### Nets reached from selected ports

Drawn at 2 px/um.
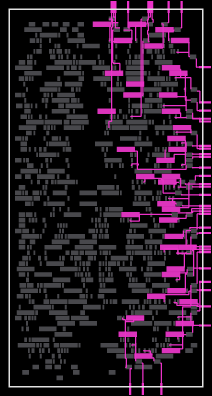
### Routed clock nets over the placement

Drawn at 3 px/um.
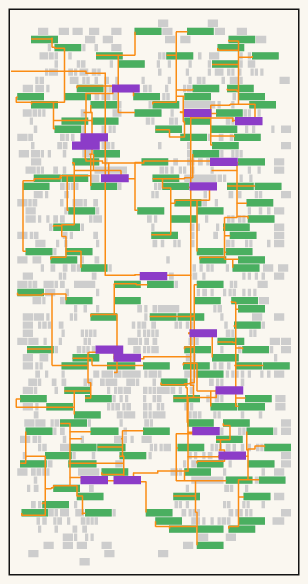
### The metal 2 layer

Drawn at 3 px/um. Cells faint in the background.
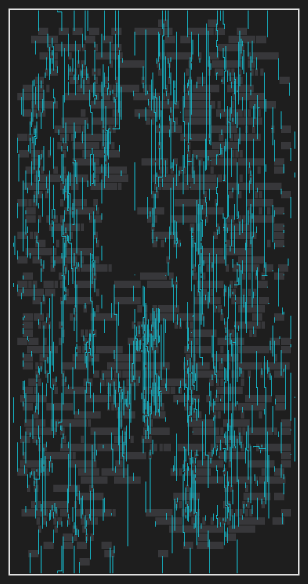
### Placement by cell class

Drawn at 2 px/um. Fill, decap, tap and diode cells in grey.
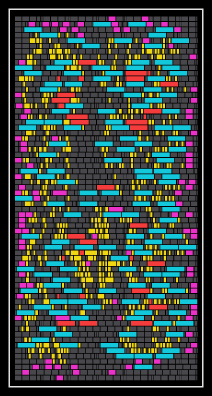
[config.mk]
export PLATFORM = sky130hd
export DESIGN_NAME = spi_slave_flat
export DESIGN_NICKNAME = d
export VERILOG_FILES = /design/src/rtl/spi_slave_if.sv /design/src/rtl/spi_slave.sv /design/src/flat_wrapper.sv
export SDC_FILE = /design/constraint.sdc
export NUM_CORES = 1
export LEC_CHECK = 0
export ABC_AREA = 1
export CAP_MARGIN = 20
export CORE_AREA = 2 2 94 186
export CTS_BUF_LIST = sky130_fd_sc_hd__clkbuf_16
export DETAILED_ROUTE_END_ITERATION = 8
export DIE_AREA = 0 0 96 188
export PLACE_DENSITY_LB_ADDON = 0.08
export REMOVE_ABC_BUFFERS = 1
export SETUP_SLACK_MARGIN = 0.02
export SKIP_LAST_GASP = 1
export SYNTH_ARGS = -nofsm -noshare
export SYNTH_HDL_FRONTEND = slang
export SYNTH_SLANG_ARGS = --single-unit
[constraint.sdc]
create_clock -name clk -period 2.71 [get_ports clk]
set_clock_uncertainty 0.15 [all_clocks]
set_input_delay 0.542 -clock clk [delete_from_list [all_inputs] [get_ports clk]]
set_output_delay 0.542 -clock clk [all_outputs]
set_load 0.03 [all_outputs]
[src/rtl/spi_slave_if.sv]
// SPI pin bundle between a mode-0 master and the spi_slave responder.
// The master modport drives chip select, clock and data out; the slave
// modport returns data and its output enable for top-level tri-stating.
interface spi_slave_if;
    logic cs;       // active-low chip select
    logic sck;      // SPI clock, idle low
    logic mosi;     // master out, slave in
    logic miso;     // master in, slave out
    logic miso_oe;  // miso drive enable

    modport master (
        output cs,
        output sck,
        output mosi,
        input  miso,
        input  miso_oe
    );

    modport slave (
        input  cs,
        input  sck,
        input  mosi,
        output miso,
        output miso_oe
    );
endinterface

[src/rtl/spi_slave.sv]
// Mode-0 SPI responder with oversampled pins.
// Receives SIZE bits MSB-first on mosi and returns SIZE bits MSB-first on miso.
// A frame that ends with a bit count other than SIZE reports frame_err
// instead of updating rx_bytes.
module spi_slave #(
    parameter int SIZE  = 40,
    parameter int CNT_W = 6
) (
    input  logic            clk,
    input  logic            reset_n,
    input  logic [SIZE-1:0] tx_bytes,
    output logic [SIZE-1:0] rx_bytes,
    output logic            rx_valid,
    output logic            frame_err,
    output logic            busy,
    spi_slave_if.slave      spi
);

    localparam logic [0:0] ST_IDLE   = 1'b0;
    localparam logic [0:0] ST_ACTIVE = 1'b1;

    localparam logic [CNT_W-1:0] SIZE_C = CNT_W'(SIZE);

    // Pin synchronizers: s1/s2 resolve metastability, s3 is edge history.
    logic cs_s1_q, cs_s2_q, cs_s3_q;
    logic sck_s1_q, sck_s2_q, sck_s3_q;
    logic mosi_s1_q, mosi_s2_q;

    logic cs_fall, cs_rise, sck_rise, sck_fall;

    logic [0:0]       state_q, state_d;
    logic [SIZE-1:0]  tx_sr_q, tx_sr_d;
    logic [SIZE-1:0]  rx_sr_q, rx_sr_d;
    logic [CNT_W-1:0] bit_cnt_q, bit_cnt_d;
    logic             overrun_q, overrun_d;
    logic [SIZE-1:0]  rx_bytes_q, rx_bytes_d;
    logic             rx_valid_q, rx_valid_d;
    logic             frame_err_q, frame_err_d;
    logic             busy_q, busy_d;
    logic             miso_oe_q, miso_oe_d;

    // Two-stage synchronizers plus one history stage per pin; cs idles high.
    always_ff @(posedge clk or negedge reset_n) begin
        if (!reset_n) begin
            cs_s1_q   <= 1'b1;
            cs_s2_q   <= 1'b1;
            cs_s3_q   <= 1'b1;
            sck_s1_q  <= 1'b0;
            sck_s2_q  <= 1'b0;
            sck_s3_q  <= 1'b0;
            mosi_s1_q <= 1'b0;
            mosi_s2_q <= 1'b0;
        end else begin
            cs_s1_q   <= spi.cs;
            cs_s2_q   <= cs_s1_q;
            cs_s3_q   <= cs_s2_q;
            sck_s1_q  <= spi.sck;
            sck_s2_q  <= sck_s1_q;
            sck_s3_q  <= sck_s2_q;
            mosi_s1_q <= spi.mosi;
            mosi_s2_q <= mosi_s1_q;
        end
    end

    // Edge strobes from the synchronized level versus its history.
    always_comb begin
        cs_fall  = ~cs_s2_q &  cs_s3_q;
        cs_rise  =  cs_s2_q & ~cs_s3_q;
        sck_rise =  sck_s2_q & ~sck_s3_q;
        sck_fall = ~sck_s2_q &  sck_s3_q;
    end

    // Frame state machine: a cs rise closes the frame and swallows any
    // coincident sck edge, so the frame-close branch is checked first.
    always_comb begin
        state_d     = state_q;
        tx_sr_d     = tx_sr_q;
        rx_sr_d     = rx_sr_q;
        bit_cnt_d   = bit_cnt_q;
        overrun_d   = overrun_q;
        rx_bytes_d  = rx_bytes_q;
        rx_valid_d  = 1'b0;
        frame_err_d = 1'b0;
        busy_d      = busy_q;
        miso_oe_d   = miso_oe_q;

        case (state_q)
            ST_IDLE: begin
                if (cs_fall) begin
                    state_d   = ST_ACTIVE;
                    tx_sr_d   = tx_bytes;
                    rx_sr_d   = '0;
                    bit_cnt_d = '0;
                    overrun_d = 1'b0;
                    busy_d    = 1'b1;
                    miso_oe_d = 1'b1;
                end
            end
            ST_ACTIVE: begin
                if (cs_rise) begin
                    state_d   = ST_IDLE;
                    busy_d    = 1'b0;
                    miso_oe_d = 1'b0;
                    if (bit_cnt_q == SIZE_C && !overrun_q) begin
                        rx_bytes_d = rx_sr_q;
                        rx_valid_d = 1'b1;
                    end else begin
                        frame_err_d = 1'b1;
                    end
                end else begin
                    if (sck_rise) begin
                        if (bit_cnt_q < SIZE_C) begin
                            rx_sr_d   = {rx_sr_q[SIZE-2:0], mosi_s2_q};
                            bit_cnt_d = bit_cnt_q + 1'b1;
                        end else begin
                            overrun_d = 1'b1;
                        end
                    end
                    if (sck_fall) begin
                        tx_sr_d = {tx_sr_q[SIZE-2:0], 1'b0};
                    end
                end
            end
            default: begin
                state_d = ST_IDLE;
            end
        endcase
    end

    // Frame state and output registers.
    always_ff @(posedge clk or negedge reset_n) begin
        if (!reset_n) begin
            state_q     <= ST_IDLE;
            tx_sr_q     <= '0;
            rx_sr_q     <= '0;
            bit_cnt_q   <= '0;
            overrun_q   <= 1'b0;
            rx_bytes_q  <= '0;
            rx_valid_q  <= 1'b0;
            frame_err_q <= 1'b0;
            busy_q      <= 1'b0;
            miso_oe_q   <= 1'b0;
        end else begin
            state_q     <= state_d;
            tx_sr_q     <= tx_sr_d;
            rx_sr_q     <= rx_sr_d;
            bit_cnt_q   <= bit_cnt_d;
            overrun_q   <= overrun_d;
            rx_bytes_q  <= rx_bytes_d;
            rx_valid_q  <= rx_valid_d;
            frame_err_q <= frame_err_d;
            busy_q      <= busy_d;
            miso_oe_q   <= miso_oe_d;
        end
    end

    // miso presents the shifter MSB only while a frame is active.
    always_comb begin
        spi.miso    = (state_q == ST_ACTIVE) & tx_sr_q[SIZE-1];
        spi.miso_oe = miso_oe_q;
        rx_bytes    = rx_bytes_q;
        rx_valid    = rx_valid_q;
        frame_err   = frame_err_q;
        busy        = busy_q;
    end

endmodule
[src/flat_wrapper.sv]
// flat-port wrapper written by rule: the top's interface ports become plain ports
module spi_slave_flat 
#(
    parameter int SIZE  = 40,
    parameter int CNT_W = 6
)
  (clk, reset_n, tx_bytes, rx_bytes, rx_valid, frame_err, busy, spi_cs, spi_sck, spi_mosi, spi_miso, spi_miso_oe);
  spi_slave_if spi_i ();
  input  logic clk;
  input  logic reset_n;
  input  logic [SIZE-1:0] tx_bytes;
  output logic [SIZE-1:0] rx_bytes;
  output logic rx_valid;
  output logic frame_err;
  output logic busy;
  input wire logic [$bits(spi_i.cs)-1:0] spi_cs;
  input wire logic [$bits(spi_i.sck)-1:0] spi_sck;
  input wire logic [$bits(spi_i.mosi)-1:0] spi_mosi;
  output wire logic [$bits(spi_i.miso)-1:0] spi_miso;
  output wire logic [$bits(spi_i.miso_oe)-1:0] spi_miso_oe;
  assign spi_i.cs = spi_cs;
  assign spi_i.sck = spi_sck;
  assign spi_i.mosi = spi_mosi;
  assign spi_miso = spi_i.miso;
  assign spi_miso_oe = spi_i.miso_oe;
  spi_slave #(.SIZE(SIZE), .CNT_W(CNT_W)) u_core (.clk(clk), .reset_n(reset_n), .tx_bytes(tx_bytes), .rx_bytes(rx_bytes), .rx_valid(rx_valid), .frame_err(frame_err), .busy(busy), .spi(spi_i));
endmodule
==> out/metrics.yaml <==
setup_slack_ns: 0.298
fin_area_um2: 7620
grt_util_met2: 0.259
area_growth_pct: 27.1
viasPerCell: 4.61
tool_warnings: 26
io-pin-count: 90
met1_usage: 0.173
cp.required_ns: 2.02
clockBufferDepth: 2
ff2ff_path_depth: 8
top_layer: "met4"
yosys-mux-area-fraction: 0
status: "finished, final reports clean"
cts_buffers: 17
fin_cells: 991
peakVddDrop_mv: 0.441
met3_length_um: 457
edf_count: 0
critPathCaptureType: "output pin"
place_congestion: 0.712
r2r-end: "u_core.rx_bytes[36]"
hold_slack_ns: 0.195
drv_slew: 0
worstSetupPathDepth: 3
lay_top_cells: "312 x nand2_1, 135 x dfrtp_1, 88 x clkdlybuf4s50_1"
adder_share: 0.00417
rows: 67
top_logic_kind: "simple AND/OR/NAND/NOR gates"
dp.cells: 958
postCtsHoldBufs: 1
ys.flops: 139
syn_inst: 693
cts_tree: "built"
r2r_start: "u_core.bit_cnt_q[0]"
start_kind: "flop"
clkTransAtPathRegs_ns: 0.06
cts.repair.resized: 0
root_buffer: "clkbuf_16"
wl_met2_um: 6410
p_leak_uw: 0.00362
path_cells: "nand2_1 -> inv_1 -> clkdlybuf4s50_1"
detailedRoute.firstIterationViolations: 197
cp_slowest_cell: "clkdlybuf4s50_1"
maxCapViolations: 0
hold_viol_final: 0
dr.pass1.iters: 4
hold_depth: 0
final_common_cell: "nand2_1"
clk_latency_ns: 0.42
core_um2: 16700
grt_usage: 0.150
dpl_cell_area_um2: 7000
async_flop_share: 1.00
regToRegSetupSlack_ns: 0.76
clock_sinks: 139
dp_hpwl_um: 8150
critPathMaxFanout: 10
seqPwrFrac: 0.419
grt_pass1_vias: 4718
num_vias: 4565
yosys_cells: 693
ys_seq_share: 0.581
grt.overflow.total: 0
period_used_share: 0.890
cts_htree_levels: 4
grt_max_degree: 79
clockPowerShare: 0.398
p_int_uw: 4330
p_total_uw: 6030
switchingPower_uw: 1700
synth-compound-area-share: 0.119
ys_area_um2: 5990
synth.distinct_cells: 28
synth.most_common_cell: "nand2_1"
fin_crit_ns: 2.41
Notes on 'Nets reached from selected ports' above:
Magenta is rx_bytes, bits 40, direction output, edge 28 right, 9 top, 3 bottom, end cells 40, buffers 40, wire 1050 um.

Notes on 'Routed clock nets over the placement' above:
Orange is clock wires, length 1900 um. Purple is clock drivers, count 17. Green is flip-flops, count 139.
Position of the flops: all over the die. There are 18 routed clock nets.

Notes on 'The metal 2 layer' above:
The layer carries 6410 um of wire. The wires run mostly vertical. 638 nets have wire on it. The longest straight run is 86.7 um.

Notes on 'Placement by cell class' above:
Yellow is combinational and other logic, cells 514. Magenta is other buffers and delay cells, cells 99. Red is clock drivers and dummy loads, cells 32. Cyan is flops, cells 139.

## power by group through the flow
stage / clock (uW) / combinational [uW] / sequential (uW)
floorplan: 0 / 711 / 2580
global placement: 0 / 1090 / 2560
detailed placement: 0 / 1120 / 2570
CTS: 2480 / 1130 / 2530
global route: 2560 / 1280 / 2570
finish: 2400 / 1100 / 2530
## worst register-to-register path, delay by kind of cell, from the launching register on
family	cells	cell delay, ns
DFF	1	0.41
and+or+nand+nor	5	0.56
buffers and inverters	2	0.63
adders and majority gates	1	0.15
## cell type report
cell class              count  area (um2)
well taps                 207         259
fillers                  1652        9060
inverters                  52         203
flip-flops and latches    139        3480
clock inverters            15         184
multi-input cells         462        2060
clock buffers              17         425
repair buffers             99        1010
Power is estimated from default activity; no workload was simulated.
